==> images/clock_map.png <==
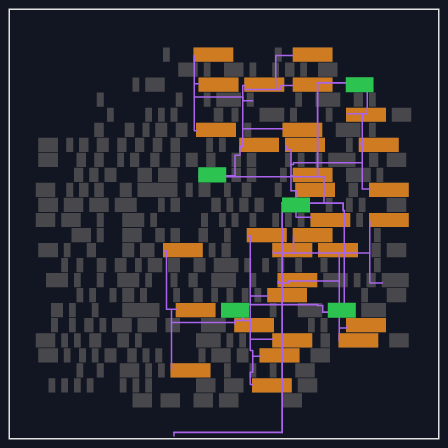
==> images/pdn.png <==
Bar = 20 um. Pins as bars on the die edge. Tap cells in gray.
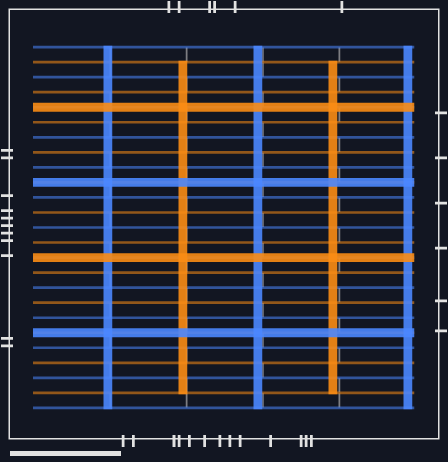
File: src/rtl/sr_flag_pkg.sv
// Shared types and constants for the SR flag sequencer and its flag cells.
package sr_flag_pkg;

   // Sequencer FSM: ARB picks a winner, HOLD masks the winner's still-high req.
   typedef enum logic [0:0] {
      ST_ARB  = 1'b0,
      ST_HOLD = 1'b1
   } fsm_state_t;

   // Per-requester operation encoding on the op bus.
   localparam logic OP_SET = 1'b1;
   localparam logic OP_CLR = 1'b0;

endpackage

File: src/rtl/sr_flag_cell.sv
// One SR status flag cell with synchronous active-low reset and a bulk clear,
// plus a small checker that watches for the illegal s=r=1 input.
module sr_flag_cell_chk (
   input logic clk,
   input logic rst_n,
   input logic s,
   input logic r
);

   // s and r must never be asserted together on any sampled edge.
   property p_no_sr_both;
      @(posedge clk) disable iff (!rst_n) !(s && r);
   endproperty

   a_no_sr_both : assert property (p_no_sr_both)
      else $error("sr_flag_cell: s and r asserted together");

endmodule

module sr_flag_cell (
   input  logic clk,
   input  logic rst_n,
   input  logic clr,
   input  logic s,
   input  logic r,
   output logic q
);

   logic q_r;

   // Capture set/clear on the edge; reset and bulk clear both force zero.
   always_ff @(posedge clk) begin
      if (!rst_n) begin
         q_r <= 1'b0;
      end else if (clr) begin
         q_r <= 1'b0;
      end else begin
         case ({s, r})
            2'b10:   q_r <= 1'b1;
            2'b01:   q_r <= 1'b0;
            default: q_r <= q_r;
         endcase
      end
   end

   assign q = q_r;

   sr_flag_cell_chk u_chk (
      .clk   (clk),
      .rst_n (rst_n),
      .s     (s),
      .r     (r)
   );

endmodule

File: src/rtl/sr_flag_sequencer.sv
// Round-robin sequencer sharing a bank of SR flag cells between requesters.
// One grant every two cycles; the granted op/idx becomes a one-hot s or r
// pulse that the addressed cell captures on the following edge.
module sr_flag_sequencer
   import sr_flag_pkg::*;
#(
   parameter int NREQ  = 4,
   parameter int NFLAG = 8,
   parameter int IDXW  = $clog2(NFLAG)
) (
   input  logic                 clk,
   input  logic                 rst_n,
   input  logic [NREQ-1:0]      req,
   input  logic [NREQ-1:0]      op,
   input  logic [NREQ*IDXW-1:0] idx,
   input  logic                 clr_all,
   output logic [NREQ-1:0]      gnt,
   output logic [NFLAG-1:0]     flags,
   output logic                 err
);

   localparam int PTRW = (NREQ > 1) ? $clog2(NREQ) : 1;

   // Returns {found, winner}: first requester at or after ptr_v, wrapping.
   function automatic logic [PTRW:0] rr_pick(input logic [NREQ-1:0] req_v,
                                             input logic [PTRW-1:0] ptr_v);
      logic [PTRW:0] res;
      int            cand;
      res = {(PTRW+1){1'b0}};
      // Scan from the farthest candidate down so the nearest one wins.
      for (int k = NREQ - 1; k >= 0; k--) begin
         cand = (int'(ptr_v) + k) % NREQ;
         if (req_v[cand]) begin
            res = {1'b1, PTRW'(cand)};
         end else begin
            res = res;
         end
      end
      return res;
   endfunction

   fsm_state_t       state_r;
   logic [PTRW-1:0]  ptr_r;
   logic [NREQ-1:0]  gnt_r;
   logic [NFLAG-1:0] s_r;
   logic [NFLAG-1:0] r_r;
   logic             err_r;

   logic [PTRW:0]    pick_s;
   logic             win_found_s;
   logic [PTRW-1:0]  win_s;
   logic             win_op_s;
   logic [IDXW-1:0]  win_idx_s;
   logic             win_oor_s;
   logic [NREQ-1:0]  win_onehot_s;
   logic [PTRW-1:0]  ptr_next_s;
   logic [NFLAG-1:0] set_vec_s;
   logic [NFLAG-1:0] clr_vec_s;

   // Decode the round-robin winner and its one-hot s/r request vectors.
   always_comb begin
      pick_s       = rr_pick(req, ptr_r);
      win_found_s  = pick_s[PTRW];
      win_s        = pick_s[PTRW-1:0];
      win_op_s     = op[win_s];
      win_idx_s    = idx[win_s*IDXW +: IDXW];
      win_oor_s    = (int'(win_idx_s) >= NFLAG);
      win_onehot_s = {NREQ{1'b0}};
      win_onehot_s[win_s] = 1'b1;
      if (int'(win_s) == NREQ - 1) begin
         ptr_next_s = {PTRW{1'b0}};
      end else begin
         ptr_next_s = win_s + {{(PTRW-1){1'b0}}, 1'b1};
      end
      set_vec_s = {NFLAG{1'b0}};
      clr_vec_s = {NFLAG{1'b0}};
      // An out-of-range index matches no cell, so nothing is driven.
      for (int f = 0; f < NFLAG; f++) begin
         if (f == int'(win_idx_s)) begin
            set_vec_s[f] = (win_op_s == OP_SET);
            clr_vec_s[f] = (win_op_s == OP_CLR);
         end else begin
            set_vec_s[f] = 1'b0;
            clr_vec_s[f] = 1'b0;
         end
      end
   end

   // Arbitration FSM with registered grant, s/r vectors, pointer and error.
   always_ff @(posedge clk) begin
      if (!rst_n) begin
         state_r <= ST_ARB;
         ptr_r   <= {PTRW{1'b0}};
         gnt_r   <= {NREQ{1'b0}};
         s_r     <= {NFLAG{1'b0}};
         r_r     <= {NFLAG{1'b0}};
         err_r   <= 1'b0;
      end else begin
         case (state_r)
            ST_ARB: begin
               if (win_found_s) begin
                  gnt_r   <= win_onehot_s;
                  s_r     <= set_vec_s;
                  r_r     <= clr_vec_s;
                  ptr_r   <= ptr_next_s;
                  err_r   <= err_r | win_oor_s;
                  state_r <= ST_HOLD;
               end else begin
                  gnt_r   <= {NREQ{1'b0}};
                  s_r     <= {NFLAG{1'b0}};
                  r_r     <= {NFLAG{1'b0}};
                  ptr_r   <= ptr_r;
                  err_r   <= err_r;
                  state_r <= ST_ARB;
               end
            end
            ST_HOLD: begin
               gnt_r   <= {NREQ{1'b0}};
               s_r     <= {NFLAG{1'b0}};
               r_r     <= {NFLAG{1'b0}};
               state_r <= ST_ARB;
            end
            default: begin
               gnt_r   <= {NREQ{1'b0}};
               s_r     <= {NFLAG{1'b0}};
               r_r     <= {NFLAG{1'b0}};
               state_r <= ST_ARB;
            end
         endcase
      end
   end

   assign gnt = gnt_r;
   assign err = err_r;

   for (genvar f = 0; f < NFLAG; f++) begin : g_cell
      sr_flag_cell u_cell (
         .clk   (clk),
         .rst_n (rst_n),
         .clr   (clr_all),
         .s     (s_r[f]),
         .r     (r_r[f]),
         .q     (flags[f])
      );
   end

endmodule

File: config.mk
export PLATFORM = sky130hd
export DESIGN_NAME = sr_flag_sequencer
export DESIGN_NICKNAME = d
export VERILOG_FILES = /design/src/rtl/sr_flag_pkg.sv /design/src/rtl/sr_flag_cell.sv /design/src/rtl/sr_flag_sequencer.sv
export SDC_FILE = /design/constraint.sdc
export NUM_CORES = 1
export LEC_CHECK = 0
export ABC_AREA = 1
export CELL_PAD_IN_SITES_DETAIL_PLACEMENT = 1
export CELL_PAD_IN_SITES_GLOBAL_PLACEMENT = 1
export CORE_MARGIN = 4
export CORE_UTILIZATION = 36
export CTS_CLUSTER_DIAMETER = 40
export CTS_CLUSTER_SIZE = 25
export DETAILED_ROUTE_END_ITERATION = 16
export PLACE_DENSITY = 0.78
export SYNTH_ARGS = -nofsm -noshare
export SYNTH_HDL_FRONTEND = slang
export SYNTH_SLANG_ARGS = --single-unit
File: constraint.sdc
create_clock -name clk -period 2.5 [get_ports clk]
set_input_delay 0.5 -clock clk [delete_from_list [all_inputs] [get_ports clk]]
set_output_delay 0.5 -clock clk [all_outputs]
set_load 0.02 [all_outputs]
==> metrics.csv <==
stage,metric,value,unit
timing,finalHoldViolCount,0,
routing,viasPerCell,4.730,
final_layout,flop_area,620.6,sq um
critical_path,cp-end-kind,register,
clocking,hold_buffers,0,
clocking,numCtsBuffers,5,
clocking,cts_tree,yes,
final_layout,drive_gt1_share,14.23,%
final_layout,finalCoreUtilization,48.50,%
critical_path,worstPathRequired,2720,ps
clocking,cts-root-buf,clkbuf_8,
critical_path,r2r_start,ptr_r[0]$_SDFFE_PN0P_,
worst_hold_path,hp-start,g_cell[0].u_cell.q$_SDFFE_PP0P_,
die,dieArea,5995,sq um
timing,rsz0062_at_grt,no,
outcome,outcome,finished clean,
yosys,synthCells,241,
routing,post_drt_wl_per_cell,11.98,um
critical_path,critPathLaunchType,input port,
yosys,synthArstFlopShare,0,%
critical_path,cp.arrival,2360,ps
routing,drc,0,
clocking,cts_buffer_depth,2,
pwr,internal_power,0.001485,W
pwr,p_seq_share,23.1,%
pwr,switching_share,46.80,%
timing,finClkSkew,4.055,ps
clocking,ctsResizeCount,0,
timing,maxSlewViolCount,0,
final_layout,num-fill-cells,582,
critical_path,reg2reg_depth,12,
critical_path,path_max_fanout,11,
final_layout,fin_cells,326,
yosys,ys_chip_area,1735,sq um
critical_path,reg2reg_slack,440,ps
global_route,antenna_found_initial,0,
clocking,clock_latency,280,ps
global_route,track_usage,14.01,%
die,num_io_pins,36,
final_layout,comb_area,895.9,sq um
placed_design,dp_hpwl,3165,um
worst_hold_path,hp-class,register to register,
yosys,flop_cell,dfxtp_1,
final_layout,antennaDiodeCount,0,
yosys,ys_ff,31,
run,warnings,29,
global_route,grt_pass1_wl,6727,um
critical_path,slowest_stage,clkdlybuf4s50_1,
critical_path,crit_path_cell_trace,clkdlybuf4s50_1 -> inv_1 -> nand2_1 -> nand3_2 -> nand2_1 -> inv_2 -> nand2_4 -> nand2_2 -> nand2_2 -> buf_4 -> nand3_1 -> nand3_1 -> nand3_1 -> nor2_1,
clocking,cts_setup_buffers,0,
global_route,grt_pass1_vias,1552,
global_route,grt_max_degree,13,
timing,finalCriticalPeriod,2144,ps
critical_path,reg2reg_to,ptr_r[1]$_SDFFE_PN0P_,
global_route,grt_overflow,0,
placed_design,gp_congestion,0.8224,
yosys,synth_area,1735,sq um
clocking,cts_num_sinks,31,
yosys,synth_warnings,0,
pwr,p_leak,1.006,nW
yosys,floorplan.nets,276,
critical_path,path_common_cell,nand3_1,
yosys,synth.distinct_cells,25,
pwr,power_switching,0.001306,W
routing,ant_nets,0,
routing,drtIter0Drc,48,
routing,drtPass1Iterations,4,
timing,finalSetupViolCount,0,
run,max-cap-violations,0,
critical_path,critPathMaxStageDelay,470,ps
Back to the opening pictures, clock_map.png:
Purple is clock wires, length 440 um. Green is cells driving clock nets, count 5. Orange is flip-flops, count 31.
There are 6 routed clock nets.
clock power share: 15.5%
Clk power: 0.000431 W

Back to the opening pictures, pdn.png:
Blue is VSS. Orange is VDD.
52 tap cells. 25 met1 rails follow the rows. 5 straps on met4. The core has 24 rows.
Die Y: 77.43 um
Die W: 77.43 um
core footprint: 4504 sq um
worst vdd rail ir drop: 0.5555 mV

[per-stage QoR]
step	setup WS [ps]	power, W	cell area, sq um	hold slack (ps)
2_1_floorplan	740.7	0.001942	1735	455.6
3_3_place_gp	88.79	0.002339	2085	465.3
3_5_place_dp	42.50	0.002386	2085	479.4
4_1_cts	334.9	0.002830	2185	494.3
5_1_grt	125.3	0.003078	2185	512.5
6_report	355.8	0.002791	2185	488.0
[logic make-up after synthesis]
family / after synthesis / synth area share [%]
AND/OR/NAND/NOR: 139 / 38.07
buffers and inverters: 45 / 12.62
flip-flops: 31 / 35.76
AND-OR/OR-AND: 13 / 4.686
adder cells (fa/ha/maj): 12 / 8.652
other: 1 / 0.2161
[per-layer routing]
metal	up-vias	wire (um)	global-route usage, %
met2	32	1969	24.35
met3	8	165	3.704
li1	803	-	-
met4	0	87	7.295
met5	-	0	0
met1	699	1684	15.70
[sequential cells by signal (all words and copies together) (netlist names)]
| signal | count |
|---|---|
| state_r | 1 |
| ptr_r | 2 |
| g_cell.u_cell.q | 8 |
| gnt | 4 |
| s_r | 8 |
| r_r | 8 |
[power by group through the flow]
stage / logic, W / clock network, W / registers (W)
floorplan: 0.00127 / 0 / 0.000676
global placement: 0.00168 / 0 / 0.000655
detailed placement: 0.00173 / 0 / 0.000657
CTS: 0.00174 / 0.000442 / 0.000646
global route: 0.00195 / 0.000471 / 0.000658
finish: 0.00172 / 0.000431 / 0.000645
[synthesized netlist by cell type, types with 2 or more instances]
cell type / n / area, sq um
buf_6: 2 / 22.52
nor2_1: 37 / 138.9
nand3_1: 32 / 160.2
nand3_2: 4 / 40.04
nand2_2: 14 / 87.58
dfxtp_1: 31 / 620.6
a21oi_1: 9 / 45.04
nand2_4: 3 / 33.78
nand2_1: 44 / 165.2
inv_2: 3 / 11.26
buf_4: 9 / 67.56
inv_1: 29 / 108.9
ha_1: 12 / 150.1
[worst max-delay path: cells and delay by family]
kind	cells	cell delay, ps
buffers and inverters	4	740
AND/OR/NAND/NOR	10	1120
[worst max-delay path by stage]
| stage | startpoint | end | slack [ps] | cells past startpoint |
|---|---|---|---|---|
| 3_5_place_dp | req[3] | s_r[2]$_SDFF_PP0_ | 40 | 14 |
| 5_1_grt | req[1] | s_r[2]$_SDFF_PP0_ | 130 | 14 |
| 2_1_floorplan | ptr_r[0]$_SDFFE_PN0P_ | ptr_r[1]$_SDFFE_PN0P_ | 740 | 12 |
| 6_report | req[3] | s_r[2]$_SDFF_PP0_ | 360 | 14 |
| 4_1_cts | req[3] | s_r[2]$_SDFF_PP0_ | 330 | 14 |
| 3_3_place_gp | req[3] | s_r[4]$_SDFF_PP0_ | 90 | 14 |
[layout make-up]
class,count,share of cell area [%]
inverter,32,5.498
timing repair buffer,38,17.53
clock buffer,8,4.582
multi-input combinational,165,41.01
tap,52,2.978
sequential,31,28.41
Power is estimated from default activity; no workload was simulated.
